===== src/rtl/pin_lock_pkg.sv =====
// Shared types and constants for the 4-digit PIN lock controller.
// PIN_LOCK_PROGRAM_EN adds the PROG state for PIN reprogramming.
package pin_lock_pkg;

  localparam int PIN_DIGITS = 4;

  typedef logic [3:0] bcd_t;
  typedef bcd_t [PIN_DIGITS-1:0] pin_t;

  // Element k holds pin[k], so the literal reads pin[3]..pin[0]: PIN 9,9,7,9.
  localparam pin_t PIN_DEFAULT = {4'd9, 4'd7, 4'd9, 4'd9};

`ifdef PIN_LOCK_PROGRAM_EN
  typedef enum logic [2:0] {
    ST_IDLE     = 3'd0,
    ST_ENTRY    = 3'd1,
    ST_UNLOCKED = 3'd2,
    ST_LOCKOUT  = 3'd3,
    ST_PROG     = 3'd4
  } pin_lock_state_t;
`else
  typedef enum logic [2:0] {
    ST_IDLE     = 3'd0,
    ST_ENTRY    = 3'd1,
    ST_UNLOCKED = 3'd2,
    ST_LOCKOUT  = 3'd3
  } pin_lock_state_t;
`endif

  // Non-BCD codes never match, even if one was programmed into the PIN.
  function automatic logic digit_bad(input bcd_t d, input bcd_t p);
    return (d > 4'd9) || (d != p);
  endfunction

endpackage


===== src/rtl/pin_lock_ctrl_if.sv =====
// Keypad-side and status-side signals of the PIN lock controller.
// PIN_LOCK_PROGRAM_EN adds the prog strobe.
interface pin_lock_ctrl_if;
  import pin_lock_pkg::*;

  // enter/cancel/prog are single-cycle strobes, each high for exactly one
  // clk cycle per event; digit is valid only in a cycle where enter is high.
  // There is no ready: the controller consumes or deliberately ignores every
  // strobe in the cycle it is presented.
  bcd_t       digit;
  logic       enter;
  logic       cancel;
`ifdef PIN_LOCK_PROGRAM_EN
  logic       prog;
`endif
  logic [1:0] digit_idx;
  logic       unlock;
  logic       error;
  logic       locked_out;
  logic [2:0] fail_cnt;

`ifdef PIN_LOCK_PROGRAM_EN
  modport master (output digit, enter, cancel, prog,
                  input  digit_idx, unlock, error, locked_out, fail_cnt);
  modport slave  (input  digit, enter, cancel, prog,
                  output digit_idx, unlock, error, locked_out, fail_cnt);
`else
  modport master (output digit, enter, cancel,
                  input  digit_idx, unlock, error, locked_out, fail_cnt);
  modport slave  (input  digit, enter, cancel,
                  output digit_idx, unlock, error, locked_out, fail_cnt);
`endif

endinterface


===== src/rtl/pin_lock_timer.sv =====
// Loadable down-counter shared by the unlock hold and the lockout window.
// Stops at zero instead of wrapping.
module pin_lock_timer #(
  parameter int W = 13
) (
  input  logic         clk,
  input  logic         rst_n,
  input  logic         i_load,
  input  logic [W-1:0] i_value,
  output logic         o_zero
);

  logic [W-1:0] r_count;

  always_ff @(posedge clk or negedge rst_n) begin
    if (!rst_n) begin
      r_count <= '0;
    end else if (i_load) begin
      r_count <= i_value;
    end else if (r_count != '0) begin
      r_count <= r_count - 1'b1;
    end
  end

  assign o_zero = (r_count == '0);

endmodule


===== src/rtl/pin_lock_ctrl.sv =====
// PIN lock sequencer: 4-digit compare, failure counting, timed unlock/lockout.
// PIN_LOCK_PROGRAM_EN adds PIN reprogramming from the UNLOCKED state.
module pin_lock_ctrl
  import pin_lock_pkg::*;
#(
  parameter int UNLOCK_CYCLES  = 1000,
  parameter int LOCKOUT_CYCLES = 5000,
  parameter int MAX_FAILS      = 3
) (
  input  logic            clk,
  input  logic            rst_n,
  pin_lock_ctrl_if.slave  bus,
  output pin_lock_state_t o_dbg_state
);

  localparam int MAX_CYC = (UNLOCK_CYCLES > LOCKOUT_CYCLES) ? UNLOCK_CYCLES : LOCKOUT_CYCLES;
  localparam int TW      = $clog2(MAX_CYC + 1);
  localparam logic [TW-1:0] UNLOCK_LOAD  = TW'(UNLOCK_CYCLES - 1);
  localparam logic [TW-1:0] LOCKOUT_LOAD = TW'(LOCKOUT_CYCLES - 1);
  localparam logic [2:0]    MAX_F        = 3'(MAX_FAILS);

  pin_lock_state_t r_state, w_state;
  logic [1:0]      r_idx, w_idx;
  logic            r_mismatch, w_mismatch;
  logic [2:0]      r_fail_cnt, w_fail_cnt;
  logic            r_unlock, w_unlock;
  logic            r_error, w_error;
  logic            r_locked_out, w_locked_out;

  logic            w_tmr_load;
  logic [TW-1:0]   w_tmr_value;
  logic            w_tmr_zero;
  logic [2:0]      w_fail_inc;
  logic            w_digit_bad;
  pin_t            w_pin;

`ifdef PIN_LOCK_PROGRAM_EN
  pin_t r_pin;
  pin_t r_shadow;

  // Writes land in the shadow; the live PIN changes only on the 4th digit.
  always_ff @(posedge clk or negedge rst_n) begin
    if (!rst_n) begin
      r_pin    <= PIN_DEFAULT;
      r_shadow <= PIN_DEFAULT;
    end else if (r_state == ST_PROG && bus.enter && !bus.cancel) begin
      r_shadow[r_idx] <= bus.digit;
      if (r_idx == 2'd3) begin
        r_pin <= {bus.digit, r_shadow[2], r_shadow[1], r_shadow[0]};
      end
    end
  end

  assign w_pin = r_pin;
`else
  assign w_pin = PIN_DEFAULT;
`endif

  // In IDLE r_idx is always 0, so one indexed compare serves both states.
  assign w_digit_bad = digit_bad(bus.digit, w_pin[r_idx]);
  assign w_fail_inc  = (r_fail_cnt < MAX_F) ? r_fail_cnt + 3'd1 : MAX_F;

  pin_lock_timer #(.W(TW)) u_timer (
    .clk     (clk),
    .rst_n   (rst_n),
    .i_load  (w_tmr_load),
    .i_value (w_tmr_value),
    .o_zero  (w_tmr_zero)
  );

  always_ff @(posedge clk or negedge rst_n) begin
    if (!rst_n) begin
      r_state      <= ST_IDLE;
      r_idx        <= 2'd0;
      r_mismatch   <= 1'b0;
      r_fail_cnt   <= 3'd0;
      r_unlock     <= 1'b0;
      r_error      <= 1'b0;
      r_locked_out <= 1'b0;
    end else begin
      r_state      <= w_state;
      r_idx        <= w_idx;
      r_mismatch   <= w_mismatch;
      r_fail_cnt   <= w_fail_cnt;
      r_unlock     <= w_unlock;
      r_error      <= w_error;
      r_locked_out <= w_locked_out;
    end
  end

  always_comb begin
    w_state      = r_state;
    w_idx        = r_idx;
    w_mismatch   = r_mismatch;
    w_fail_cnt   = r_fail_cnt;
    w_unlock     = r_unlock;
    w_error      = 1'b0;
    w_locked_out = r_locked_out;
    w_tmr_load   = 1'b0;
    w_tmr_value  = '0;

    case (r_state)
      ST_IDLE: begin
        if (bus.enter && !bus.cancel) begin
          w_mismatch = w_digit_bad;
          w_idx      = 2'd1;
          w_state    = ST_ENTRY;
        end
      end

      ST_ENTRY: begin
        if (bus.cancel) begin
          w_state    = ST_IDLE;
          w_idx      = 2'd0;
          w_mismatch = 1'b0;
        end else if (bus.enter) begin
          if (r_idx != 2'd3) begin
            w_idx      = r_idx + 2'd1;
            w_mismatch = r_mismatch | w_digit_bad;
          end else begin
            // Verdict only after the 4th digit so an early miss is not revealed.
            w_idx      = 2'd0;
            w_mismatch = 1'b0;
            if (!(r_mismatch | w_digit_bad)) begin
              w_state     = ST_UNLOCKED;
              w_fail_cnt  = 3'd0;
              w_unlock    = 1'b1;
              w_tmr_load  = 1'b1;
              w_tmr_value = UNLOCK_LOAD;
            end else begin
              w_fail_cnt = w_fail_inc;
              w_error    = 1'b1;
              if (w_fail_inc == MAX_F) begin
                w_state      = ST_LOCKOUT;
                w_locked_out = 1'b1;
                w_tmr_load   = 1'b1;
                w_tmr_value  = LOCKOUT_LOAD;
              end else begin
                w_state = ST_IDLE;
              end
            end
          end
        end
      end

      ST_UNLOCKED: begin
        if (bus.cancel || w_tmr_zero) begin
          w_state  = ST_IDLE;
          w_unlock = 1'b0;
        end
`ifdef PIN_LOCK_PROGRAM_EN
        else if (bus.prog) begin
          w_state = ST_PROG;
          w_idx   = 2'd0;
        end
`endif
      end

      ST_LOCKOUT: begin
        if (w_tmr_zero) begin
          w_state      = ST_IDLE;
          w_locked_out = 1'b0;
          w_fail_cnt   = 3'd0;
        end
      end

`ifdef PIN_LOCK_PROGRAM_EN
      ST_PROG: begin
        if (bus.cancel) begin
          w_state  = ST_IDLE;
          w_idx    = 2'd0;
          w_unlock = 1'b0;
        end else if (bus.enter) begin
          if (r_idx == 2'd3) begin
            w_state  = ST_IDLE;
            w_idx    = 2'd0;
            w_unlock = 1'b0;
          end else begin
            w_idx = r_idx + 2'd1;
          end
        end
      end
`endif

      default: w_state = ST_IDLE;
    endcase
  end

  assign bus.digit_idx  = r_idx;
  assign bus.unlock     = r_unlock;
  assign bus.error      = r_error;
  assign bus.locked_out = r_locked_out;
  assign bus.fail_cnt   = r_fail_cnt;
  assign o_dbg_state    = r_state;

endmodule


===== src/flat_wrapper.sv =====
// flat-port wrapper written by rule: the top's interface ports become plain ports
module pin_lock_ctrl_flat import pin_lock_pkg::*;
#(
  parameter int UNLOCK_CYCLES  = 1000,
  parameter int LOCKOUT_CYCLES = 5000,
  parameter int MAX_FAILS      = 3
)
  (clk, rst_n, o_dbg_state, bus_digit, bus_enter, bus_cancel, bus_digit_idx, bus_unlock, bus_error, bus_locked_out, bus_fail_cnt);
  pin_lock_ctrl_if bus_i ();
  input  logic clk;
  input  logic rst_n;
  output pin_lock_state_t o_dbg_state;
  input wire logic [$bits(bus_i.digit)-1:0] bus_digit;
  input wire logic [$bits(bus_i.enter)-1:0] bus_enter;
  input wire logic [$bits(bus_i.cancel)-1:0] bus_cancel;
  output wire logic [$bits(bus_i.digit_idx)-1:0] bus_digit_idx;
  output wire logic [$bits(bus_i.unlock)-1:0] bus_unlock;
  output wire logic [$bits(bus_i.error)-1:0] bus_error;
  output wire logic [$bits(bus_i.locked_out)-1:0] bus_locked_out;
  output wire logic [$bits(bus_i.fail_cnt)-1:0] bus_fail_cnt;
  assign bus_i.digit = bus_digit;
  assign bus_i.enter = bus_enter;
  assign bus_i.cancel = bus_cancel;
  assign bus_digit_idx = bus_i.digit_idx;
  assign bus_unlock = bus_i.unlock;
  assign bus_error = bus_i.error;
  assign bus_locked_out = bus_i.locked_out;
  assign bus_fail_cnt = bus_i.fail_cnt;
  pin_lock_ctrl #(.UNLOCK_CYCLES(UNLOCK_CYCLES), .LOCKOUT_CYCLES(LOCKOUT_CYCLES), .MAX_FAILS(MAX_FAILS)) u_core (.clk(clk), .rst_n(rst_n), .bus(bus_i), .o_dbg_state(o_dbg_state));
endmodule

===== config.mk =====
export PLATFORM = sky130hd
export DESIGN_NAME = pin_lock_ctrl_flat
export DESIGN_NICKNAME = d
export VERILOG_FILES = /design/src/rtl/pin_lock_pkg.sv /design/src/rtl/pin_lock_ctrl_if.sv /design/src/rtl/pin_lock_timer.sv /design/src/rtl/pin_lock_ctrl.sv /design/src/flat_wrapper.sv
export SDC_FILE = /design/constraint.sdc
export NUM_CORES = 1
export LEC_CHECK = 0
export CAP_MARGIN = 20
export CORE_ASPECT_RATIO = 1.75
export CORE_MARGIN = 2
export CORE_UTILIZATION = 40
export DETAILED_ROUTE_END_ITERATION = 7
export PLACE_DENSITY = 0.62
export SLEW_MARGIN = 20
export SYNTH_ARGS = -nofsm -noshare
export SYNTH_HDL_FRONTEND = slang
export SYNTH_SLANG_ARGS = --single-unit

===== constraint.sdc =====
create_clock -name clk -period 2.3 [get_ports clk]
set_input_delay 0.23 -clock clk [delete_from_list [all_inputs] [get_ports clk]]
set_output_delay 0.23 -clock clk [all_outputs]
set_load 0.05 [all_outputs]

io_fan.png
Scale bar: 10 um.
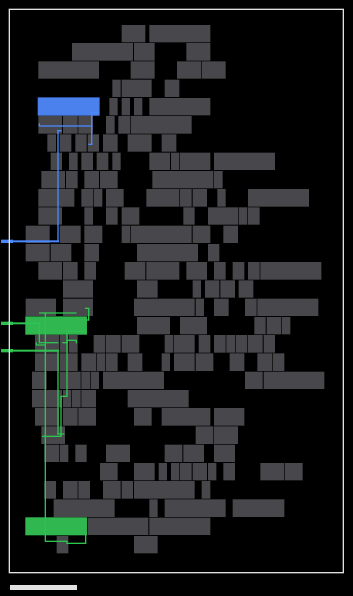
legend:
  bus_unlock:
    color: blue
    bits: 1
    direction: output
    edge: left
    end_cells: 1
    buffers: 1
    wire: 37.9 um
  bus_digit_idx:
    color: green
    bits: 2
    direction: output
    edge: left
    end_cells: 2
    buffers: 2
    wire: 106 um

cell_density.png
Scale bar: 10 um. 5 x 8 tiles, from black (low) to pale yellow (high), 0 to 100% covered.
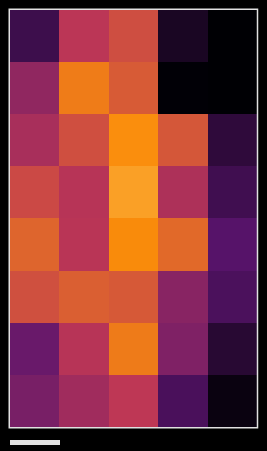
mean over tiles: 41%
densest ninth of the die: center
tiles over 75% full: 5.0%
nearly empty tiles: 7.5%
fullest tile: 79%
emptiest ninth of the die: upper right

==> results.cfg <==
; synthesis and place-and-route metrics
[grt]
grt_usage = 0.183
antenna_found_initial = 0
grt.met2_usage = 0.343
overflow = 0
grt_pass1_wl_um = 5870

[timing]
worstMarginPinSlew_ns = 0.517
worst_slack_ns = 0.201
holdWs_ns = 0.318
fmax_mhz = 476
relSlewSlack = 0.652

[hold_path]
worst_hold_path_type = primary input to asynchronous set/reset pin

[setup_path]
critical_path_buf_inv_count = 0
worstReg2RegStart = u_core.u_timer.r_count[4]$_DFFE_PN0P_
required_ns = 2.45
cp_cell_sequence = or3_4, or3_1, nor2_8, a31oi_1, a221o_1
r2r-end = u_core.bus.fail_cnt[1]$_DFFE_PN0P_

[cells_and_area]
largest_reg_flops = 13
logic_area_um2 = 801
comb_cells = 123
fill_cells = 365
seq_area_frac = 0.340
layout-drive-gt1-share = 0.115

[status]
outcome = finished, final reports clean

[synthesis]
synth.distinct_cells = 46
synthTopCellsByCount = dfrtp_1, nor2_1, a21oi_1
synth_flops = 24

[power]
maxPowerGroup = sequential cells
clkPwrFrac = 0.203
p_comb_mw = 0.372

[detailed_routing]
via_count = 1283
route.detailed.drc = 0

[cts]
h-tree-depth = 1

[job]
tool_warnings = 29
